### Placed cells, one colour a class

Scale bar: 20 µm.
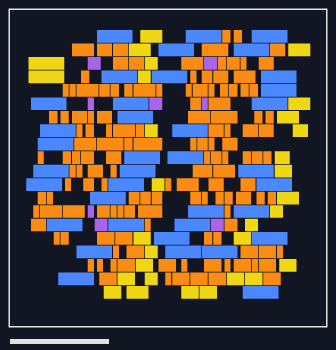
### Gate families picked out

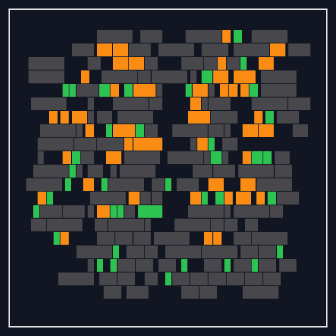
### Placement view

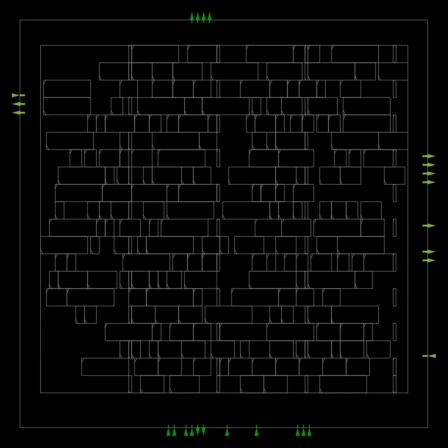
--- config.mk ---
export PLATFORM = sky130hd
export DESIGN_NAME = bcd_seq_converter
export DESIGN_NICKNAME = d
export VERILOG_FILES = /design/src/rtl/bcd_pkg.sv /design/src/rtl/bcd_add3_cell.sv /design/src/rtl/bcd_seq_converter.sv
export SDC_FILE = /design/constraint.sdc
export NUM_CORES = 1
export LEC_CHECK = 0
export CAP_MARGIN = 20
export CORE_MARGIN = 3
export CORE_UTILIZATION = 53
export DETAILED_ROUTE_END_ITERATION = 12
export GPL_ROUTABILITY_DRIVEN = 0
export HOLD_SLACK_MARGIN = 0.08
export PLACE_DENSITY = 0.78
export REMOVE_ABC_BUFFERS = 1
export SLEW_MARGIN = 40
export SYNTH_ARGS = -nofsm -noshare
export SYNTH_HDL_FRONTEND = slang
export SYNTH_SLANG_ARGS = --single-unit
--- constraint.sdc ---
create_clock -name clk -period 1.7 [get_ports clk]
set_input_delay 0.17 -clock clk [delete_from_list [all_inputs] [get_ports clk]]
set_output_delay 0.17 -clock clk [all_outputs]
set_load 0.05 [all_outputs]
--- src/rtl/bcd_pkg.sv ---
// rtl/bcd_pkg.sv - shared types, constants and elaboration helpers for the BCD converter
package bcd_pkg;

    typedef enum logic [1:0] {
        IDLE    = 2'd0,
        CONVERT = 2'd1,
        DONE    = 2'd2
    } state_t;

    localparam int         BCD_DIGIT_W = 4;
    localparam logic [3:0] ADD3_THRESH = 4'd5;

    function automatic int clog2(input int v);
        int r;
        r = 0;
        while ((1 << r) < v) begin
            r = r + 1;
        end
        return r;
    endfunction

    function automatic longint pow10(input int n);
        longint p;
        p = 1;
        for (int i = 0; i < n; i++) begin
            p = p * 10;
        end
        return p;
    endfunction

endpackage

--- src/rtl/bcd_add3_cell.sv ---
// rtl/bcd_add3_cell.sv - single-digit add-3 adjust applied before each shift
module bcd_add3_cell
    import bcd_pkg::*;
(
    input  logic [BCD_DIGIT_W-1:0] i_digit,
    output logic [BCD_DIGIT_W-1:0] o_digit
);

    assign o_digit = (i_digit >= ADD3_THRESH) ? i_digit + 4'd3 : i_digit;

endmodule

--- src/rtl/bcd_seq_converter.sv ---
// rtl/bcd_seq_converter.sv - sequential shift-and-add-3 binary-to-BCD converter
// Optional leading-zero mask output enabled by defining BCD_BLANK_EN.
module bcd_seq_converter
    import bcd_pkg::*;
#(
    parameter int WIDTH  = 8,
    parameter int DIGITS = 3
) (
    input  logic                          clk,
    input  logic                          rst_n,
    input  logic                          start,
    input  logic [WIDTH-1:0]              bin,
    output logic                          ready,
    output logic                          busy,
    output logic                          done,
    output logic [BCD_DIGIT_W*DIGITS-1:0] bcd
`ifdef BCD_BLANK_EN
    ,
    output logic [DIGITS-1:0]             blank
`endif
);

    localparam int CNT_W = clog2(WIDTH);
    localparam int BCD_W = BCD_DIGIT_W * DIGITS;

    generate
        if (WIDTH < 4 || WIDTH > 16) begin : g_bad_width
            $error("bcd_seq_converter: WIDTH must be within 4..16");
        end
        if (pow10(DIGITS) <= ((longint'(1) << WIDTH) - 1)) begin : g_bad_digits
            $error("bcd_seq_converter: DIGITS too small for WIDTH");
        end
    endgenerate

    state_t                   r_state;
    state_t                   w_state_next;
    logic [CNT_W-1:0]         r_count;
    logic [WIDTH-1:0]         r_shift;
    logic [BCD_W-1:0]         r_digits;
    logic [BCD_W-1:0]         r_bcd;
    logic [BCD_W-1:0]         w_adj;
    logic [BCD_W+WIDTH-1:0]   w_shifted;
    logic [BCD_W-1:0]         w_digits_next;
    logic [WIDTH-1:0]         w_shift_next;
    logic                     w_accept;
    logic                     w_last;

    genvar g;
    generate
        for (g = 0; g < DIGITS; g++) begin : g_add3
            bcd_add3_cell u_cell (
                .i_digit (r_digits[g*BCD_DIGIT_W +: BCD_DIGIT_W]),
                .o_digit (w_adj[g*BCD_DIGIT_W +: BCD_DIGIT_W])
            );
        end
    endgenerate

    // The adjusted digits and the operand shift as one register chain.
    assign w_shifted     = {w_adj, r_shift} << 1;
    assign w_digits_next = w_shifted[BCD_W+WIDTH-1 -: BCD_W];
    assign w_shift_next  = w_shifted[WIDTH-1:0];

    assign busy     = (r_state == CONVERT);
    assign done     = (r_state == DONE);
    assign ready    = ~busy;
    assign bcd      = r_bcd;
    assign w_accept = ready & start;
    assign w_last   = busy && (r_count == CNT_W'(WIDTH - 1));

    always_ff @(posedge clk) begin
        if (!rst_n) begin
            r_state <= IDLE;
        end else begin
            r_state <= w_state_next;
        end
    end

    always_comb begin
        w_state_next = r_state;
        case (r_state)
            IDLE:    if (start) w_state_next = CONVERT;
            CONVERT: if (w_last) w_state_next = DONE;
            DONE:    w_state_next = start ? CONVERT : IDLE;
            default: w_state_next = IDLE;
        endcase
    end

    always_ff @(posedge clk) begin
        if (!rst_n) begin
            r_count  <= '0;
            r_shift  <= '0;
            r_digits <= '0;
            r_bcd    <= '0;
        end else begin
            if (w_accept) begin
                r_count  <= '0;
                r_shift  <= bin;
                r_digits <= '0;
            end else if (busy) begin
                r_count  <= r_count + CNT_W'(1);
                r_shift  <= w_shift_next;
                r_digits <= w_digits_next;
            end
            // Shadow output: only the final shift result becomes visible.
            if (w_last) begin
                r_bcd <= w_digits_next;
            end
        end
    end

`ifdef BCD_BLANK_EN
    logic [DIGITS-1:0] r_blank;
    logic [DIGITS-1:0] w_blank_next;

    always_comb begin
        logic w_zero_above;
        w_blank_next = '0;
        w_zero_above = 1'b1;
        for (int i = DIGITS - 1; i >= 1; i--) begin
            w_zero_above    = w_zero_above & (w_digits_next[i*BCD_DIGIT_W +: BCD_DIGIT_W] == 4'd0);
            w_blank_next[i] = w_zero_above;
        end
    end

    always_ff @(posedge clk) begin
        if (!rst_n) begin
            r_blank <= '0;
        end else if (w_last) begin
            r_blank <= w_blank_next;
        end
    end

    assign blank = r_blank;
`endif

endmodule

==> COMMIT_EDITMSG <==
Log flow metrics for this revision

* Pin slew with the least headroom to its limit: 0.5083 ns
* Int Pwr: 1.154 mW
- Dividing the final minimum period by the clock period gives 96.37%.
- Violation tally from detailed-route iteration zero: 67
* Buffer cell driving the clock tree root: sky130_fd_sc_hd__clkbuf_4
- Relative slew margins: 66.06%
- In this run the layout overhead on the synthesized area is reported as 20.27%.
- Slowest cell on the critical path: sky130_fd_sc_hd__clkdlybuf4s50_1
- Clock tree from TritonCTS: yes
- Delay contributed by the slowest stage of the critical path: 0.80 ns
* Yosys warning tally: 0
- VDD sags by at most 0.0005103 V.
* Layout cell share with drive strength beyond 1: 21.13%
- The floorplan report gives the top-level pin count as 26.
- The later pin in the worst-skew pair is clocked with a latency of 0.33 ns.
- Run status: complete, no violations
- The die is 63.82 µm wide.
* Vias: 1,388
- Fraction of power spent switching nets: 25.79%
- Height of the die: 63.82 µm
* CTS HTree Levels: 2
* Post CTS Setup Buffer Count: 0
* Post-detailed-route wirelength per cell: 13.74 µm
* Max-slew violation count: 0
- Per the post-route antenna check, the number of violating nets is 0.
- Commonest non-fill, non-tap cells in the layout: 37 x sky130_fd_sc_hd__dfxtp_1, 24 x sky130_fd_sc_hd__nand2_1, 11 x sky130_fd_sc_hd__a21oi_1, 11 x sky130_fd_sc_hd__clkdlybuf4s50_1, 9 x sky130_fd_sc_hd__nand3_1
* Combinational share of power: 13.8%
- The number of global-route vias before repair was 1,374.
- Power density over the cells: 730.1 nW/µm²
* Arr. time, crit path: 1.47 ns
- The first global-routing pass estimated 6.189 mm of wire.
- Clock net sink count: 37
## Picture notes: 'Placed cells, one colour a class'
class	colour	cells	share of their area
clock drivers and dummy loads	purple	8	2.4%
flops	blue	37	36%
combinational and other logic	orange	138	47%
other buffers and delay cells	yellow	30	15%

## Picture notes: 'Gate families picked out'
family	colour	cells
inverting AOI/OAI gates	orange	46
NAND gates	green	38

## Picture notes: 'Placement view'
final core occ: 68.12%
register share of the cell area: 34.76%
Cell Rows: 20

[cell families (layout without fill, tap and decap cells)]
group | Yosys count | count (layout) | share of synthesized area (%)
compound gates | 53 | 53 | 22.95
xor+xnor | 4 | 4 | 1.977
fa+ha+maj | 8 | 8 | 5.650
buf+inv | 18 | 47 | 5.579
flops | 37 | 37 | 41.81
mux | 11 | 11 | 6.850
simple gates | 53 | 53 | 15.18
[per-layer routing]
metal	global-route usage (%)	vias up	wire length, µm
met1	21.55	650	1493
met3	5.448	8	137
met2	34.32	30	1829
met4	6.739	0	70
met5	0	-	0
li1	-	700	-
[synthesized netlist by cell type (all sizes together)]
cell type / instances / share of area [%]
dfxtp: 37 / 42
nand2: 25 / 5.4
a21oi: 19 / 7.1
o21ai: 17 / 6.9
inv: 9 / 2.0
nand3: 9 / 2.5
ha: 8 / 5.6
mux2i: 8 / 4.5
buf: 7 / 3.1
nor2: 7 / 1.5
o211a: 7 / 4.0
o22ai: 7 / 3.2
nor3b: 5 / 2.7
nand2b: 4 / 1.8
xnor2: 4 / 2.0
mux2: 3 / 2.3
a211oi: 2 / 1.4
and2: 2 / 0.85
clkbuf: 2 / 0.42
a21boi: 1 / 0.42
nor2b: 1 / 0.35
[area by class of cell]
cell class | count | area (µm²)
Inverter | 9 | 36.28
Clock buffer | 8 | 48.80
Timing Repair Buffer | 30 | 315.3
Sequential cell | 37 | 740.7
Tap cell | 44 | 55.05
Multi-Input combinational cell | 129 | 934.6
Fill cell | 245 | 997.2
[sequential cells by signal, summed over array words and instances, names as in the netlist]
| signal | count |
|---|---|
| bcd | 12 |
| r_digits | 12 |
| r_shift | 8 |
| r_count | 3 |
| r_state | 2 |
[power groups by stage]
stage | clock (mW) | sequential [mW] | combinational (mW)
global route | 0.482 | 0.915 | 0.235
CTS | 0.445 | 0.911 | 0.215
finish | 0.430 | 0.911 | 0.214
detailed placement | 0 | 0.931 | 0.213
floorplan | 0 | 0.926 | 0.124
global placement | 0 | 0.930 | 0.205
[worst paths after layout]
path                         endpoint  slack (ns)                     start  cells after the start
max                            bcd[9]        0.06       bcd[9]$_SDFFE_PN0P_                      1
min               bcd[5]$_SDFFE_PN0P_        0.46       bcd[5]$_SDFFE_PN0P_                      2
max reg2reg  r_digits[2]$_SDFFE_PP0P_        0.12  r_digits[0]$_SDFFE_PP0P_                      6
min reg2reg       bcd[5]$_SDFFE_PN0P_        0.46       bcd[5]$_SDFFE_PN0P_                      2
[metrics by stage]
| stage | utilization (%) | worst slack (ns) | cells | area (µm²) |
|---|---|---|---|---|
| after floorplan | - | 0.1791 | 175 | 1709 |
| after global placement | 66.00 | 0.2411 | 249 | 2064 |
| after detailed placement | 66.00 | 0.1463 | 249 | 2064 |
| after CTS | 67.48 | 0.002071 | 257 | 2111 |
| after global routing | 68.12 | 0.003478 | 257 | 2131 |
| final | 68.12 | 0.06173 | 257 | 2131 |
[repair_timing]
action | in CTS | in global routing
endpoints found under the setup margin | 2 | 8
pin swaps | 0 | 0
gates resized | 2 | 8
No activity file was given, so power comes from the tool's default toggle rates.
